==> config.mk <==
export PLATFORM = sky130hd
export DESIGN_NAME = shift_rows_pipe
export DESIGN_NICKNAME = d
export VERILOG_FILES = /design/src/rtl/shift_rows_pkg.sv /design/src/rtl/shift_rows_perm.sv /design/src/rtl/shift_rows_pipe.sv
export SDC_FILE = /design/constraint.sdc
export NUM_CORES = 1
export LEC_CHECK = 0
export CORE_UTILIZATION = 45
export CTS_CLUSTER_SIZE = 30
export DETAILED_ROUTE_END_ITERATION = 8
export GPL_TIMING_DRIVEN = 1
export PLACE_DENSITY_LB_ADDON = 0.15
export SKIP_CTS_REPAIR_TIMING = 1
export SLEW_MARGIN = 20
export SYNTH_ARGS = -nofsm -noshare
export SYNTH_HDL_FRONTEND = slang
export SYNTH_HIERARCHICAL = 1
export SYNTH_SLANG_ARGS = --single-unit
==> constraint.sdc <==
create_clock -name clk -period 7.4 [get_ports clk]
set_input_delay 2.22 -clock clk [delete_from_list [all_inputs] [get_ports clk]]
set_output_delay 2.22 -clock clk [all_outputs]
set_load 0.01 [all_outputs]
run_1/final_placement.png
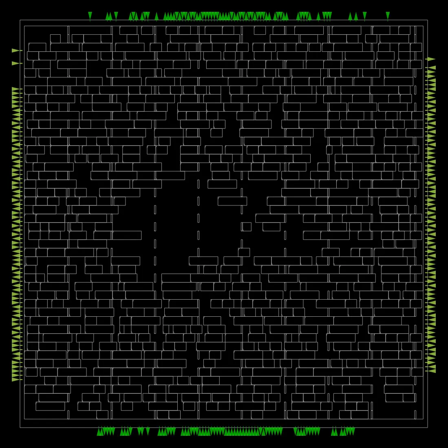
sequential cell area share: 0.340
number of fill cells: 1,220
Well Taps: 216

run_1/drive_strength.png
Drawn at 3 px/um.
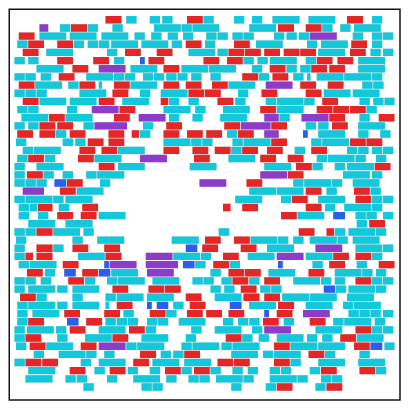
legend:
  drive 1 or less:
    color: cyan
    cells: 420
    share: 64%
  drive 2:
    color: blue
    cells: 17
    share: 2.6%
  drive 6 and up:
    color: purple
    cells: 24
    share: 3.7%
  drive 3 to 4:
    color: red
    cells: 196
    share: 30%
worst setup margin: 1.82 ns
synthesis-to-layout area growth: 38.3%
Buffers excl. clock: 283

run_1/port_nets.png
Drawn at 3 px/um.
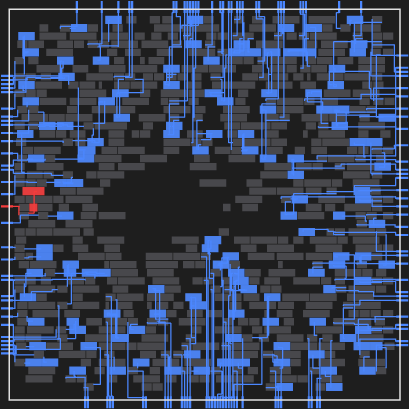
legend:
  in_valid:
    color: red
    bits: 1
    direction: input
    edge: west
    end_cells: 2
    buffers: 1
    wire: 15.3 um
  in_state:
    color: blue
    bits: 128
    direction: input
    edge: 34 south, 32 east, 31 west, 31 north
    end_cells: 128
    buffers: 128
    wire: 3,870 um
I/O Buffers: 279
# IOs: 280

run_1/met1.png
Drawn at 4 px/um. Supply wires on this layer in gray.
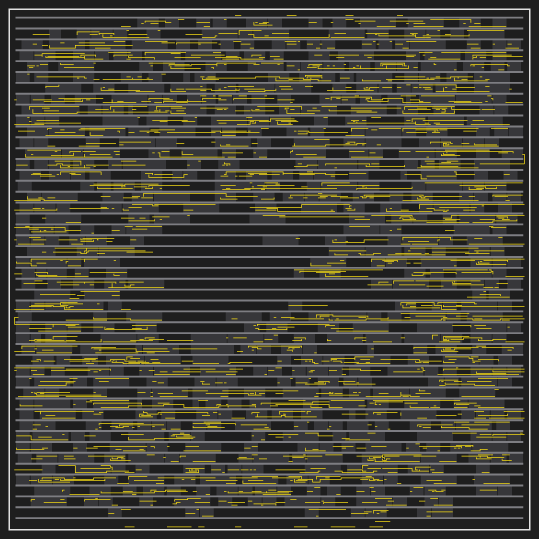
share of all routed wire: 40%
nets with wire on the layer: 680
DR vias: 4,099
routed wire length: 15,600 um

==> impl_metrics.toml, run 1 <==
# flow metrics
[worst_setup_path]
crit_buf_inv = 2
worstRegToRegCells = 4
timing.critical_path.from_type = "primary input"
crit_fanout = 3
cp_data_arrival_time_ns = 3.36
crit_chain = "clkdlybuf4s50_1 > nand2b_4 > clkdlybuf4s50_1"
crit_top_cell = "clkdlybuf4s50_1"
critPathCaptureType = "output pin"
cpPeakStageDelay_ns = 0.54
crit_type = "primary input to output pin"

[sta]
setup_viol = 0
worstMarginPinSlew_ns = 0.824
hold_ws_ns = 0.505
fin_crit_sh = 0.755
setup_tns_ns = 0
skew_ns = 0.00762

[floorplan]
chipHeight_um = 130
rows = 46
fp_util = 0.462

[yosys]
yosys.stat.chipArea_mm2 = 0.00734
top_area_frac = 0.470
yosys-top-cells-count = "mux2_4 (190), dfrtp_1 (138), buf_4 (64)"
synthArstFlopShare = 1.00
most_common_cell = "mux2_4"
ys_warn_count = 6
ff_type = "dfrtp_1"
synth_cell_types = 10

[outcome]
status = "complete, no violations"

[clock_network]
cts-root-buf = "clkbuf_16"
clockBufferDepth = 2
cts_made_buffers = 17
worstSkewPairLatency_ns = 0.41
htreeDepth = 4

[power]
power_density_mw_per_mm2 = 243
irDropWorstVdd_uv = 156

[drt]
drt-initial-drc-count = 87

[final_layout]
antenna_cells = 0
buffer_area_frac = 0.280
finalNonFillerCells = 873
drive_gt1_frac = 0.361
design_area_mm2 = 0.0102
largest_reg_flops = 128
clock_area_frac = 0.0553
dominant_cells = "flip-flops and latches"
seq_area_mm2 = 0.00345

[global_route]
grt_max_degree = 106
grt-ovfl-total = 0

[job]
warning_count = 27

[placed_design]
place_area_mm2 = 0.00956
gp_congestion = 0.755
[run 1: power breakdown]
group | internal, mW | switching, mW | total (mW)
registers | 0.876 | 0.0695 | 0.945
clock network | 0.508 | 0.314 | 0.822
logic | 0.475 | 0.227 | 0.702
[run 1: logic make-up after synthesis]
kind of cell,after synthesis,synth area share
AND/OR/NAND/NOR,3,0.00443
multiplexers,201,0.405
buffers and inverters,87,0.120
flip-flops,138,0.470
[run 1: per-layer routing]
layer  track usage  wire length, um  vias to the layer above
met5             0                0                        -
met4        0.0732              222                        0
met3        0.0672             1250                       17
met2         0.316             7920                      163
met1         0.217             6170                     2054
li1              -                -                     1865
==> run 1 -> run 2 <==
Settings changed: CORE_UTILIZATION 45 to 40.
Clock period 7.4 ns to 5.1 ns, I/O delays scaled along.
run_2/final_placement.png
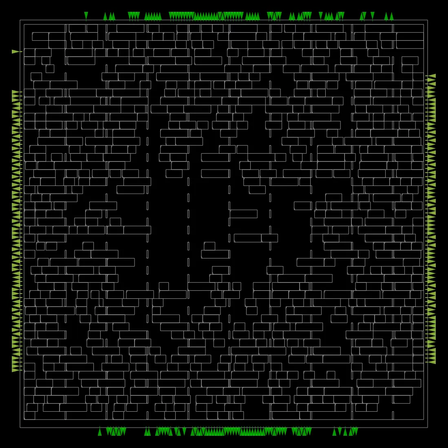
number of fill cells: 1,429
sequential cell area share: 0.338
core area: 0.0180 mm2
Well Taps: 229

==> impl_metrics.toml, run 2 <==
# flow metrics
[sta]
worstMarginPinSlew_ns = 0.896
skew_ns = 0.00686
fin_crit_sh = 0.827
setup_tns_ns = 0
setup_viol = 0

[clock_network]
cts_made_buffers = 17
cts-root-buf = "clkbuf_16"
worstSkewPairLatency_ns = 0.42

[worst_setup_path]
worstRegToRegCells = 4
crit_fanout = 3
crit_chain = "clkdlybuf4s50_1 > nand2b_4 > clkdlybuf4s50_1"
crit_buf_inv = 2
timing.critical_path.from_type = "primary input"
crit_type = "primary input to output pin"

[floorplan]
rows = 49

[yosys]
ys_sh_adder = 0
topCombFamilyByArea = "multiplexers"
yosys.stat.chipArea_mm2 = 0.00734
synthArstFlopShare = 1.00
ys_sh_mux = 0.405
most_common_cell = "mux2_4"
synth_cell_types = 10

[power]
sequentialPowerShare = 0.380
power.clock.fraction = 0.338
p_seq_mw = 1.37
power_density_mw_per_mm2 = 354
comb_power_mw = 1.02
pg_clk_mw = 1.22
p_switching_uw = 921

[global_route]
grt_max_degree = 74
grt-ovfl-total = 0
met1_usage = 0.187

[final_layout]
area_delta_synth_final_pct = 39.3
drive_gt1_frac = 0.370

[drt]
wl_met3_um = 1390
vias = 4101
top_layer = "met4"
drt-met1-wl_um = 6400
routed_wl_um = 15900

[outcome]
status = "complete, no violations"

[placed_design]
portBuffers = 279
run_2/density.png
Drawn at 3 px/um. The die is cut into 14 by 14 equal tiles; dark blue is low, red is high, 0 to 100% covered.
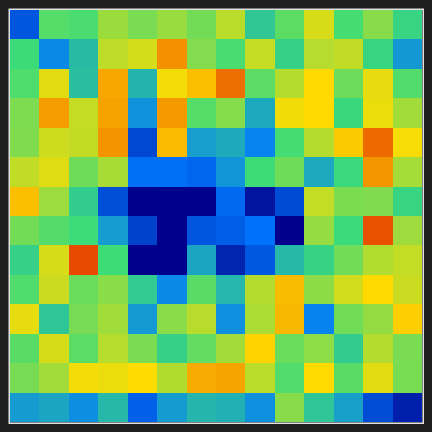
tiles over 75% full: 13%
fullest tile: 92%
mean over tiles: 53%
emptiest ninth of the die: center
Initial Utilization: 0.409
Finished Core Util: 0.570

==> run 2: cell counts after synthesis <==
No cell type changed its count.
==> run 2: per-stage QoR <==
step | hold WS [ns] | area, um2
6_report | 0.504 | 10200
2_1_floorplan | 0.550 | 7350
3_5_place_dp | 0.492 | 9640
5_1_grt | 0.519 | 10200
4_1_cts | 0.507 | 10200
3_3_place_gp | 0.491 | 9640
==> run 2: final cells by class <==
| class | instances | area (um2) | share of cell area |
|---|---|---|---|
| clock buffer | 19 | 443 | 0.0433 |
| clock inverter | 13 | 145 | 0.0142 |
| inverter | 1 | 7.51 | 0.000734 |
| multi-input combinational | 204 | 3020 | 0.295 |
| sequential | 138 | 3450 | 0.338 |
| tap | 229 | 287 | 0.0280 |
| timing repair buffer | 289 | 2880 | 0.281 |
Power is estimated from default activity; no workload was simulated.
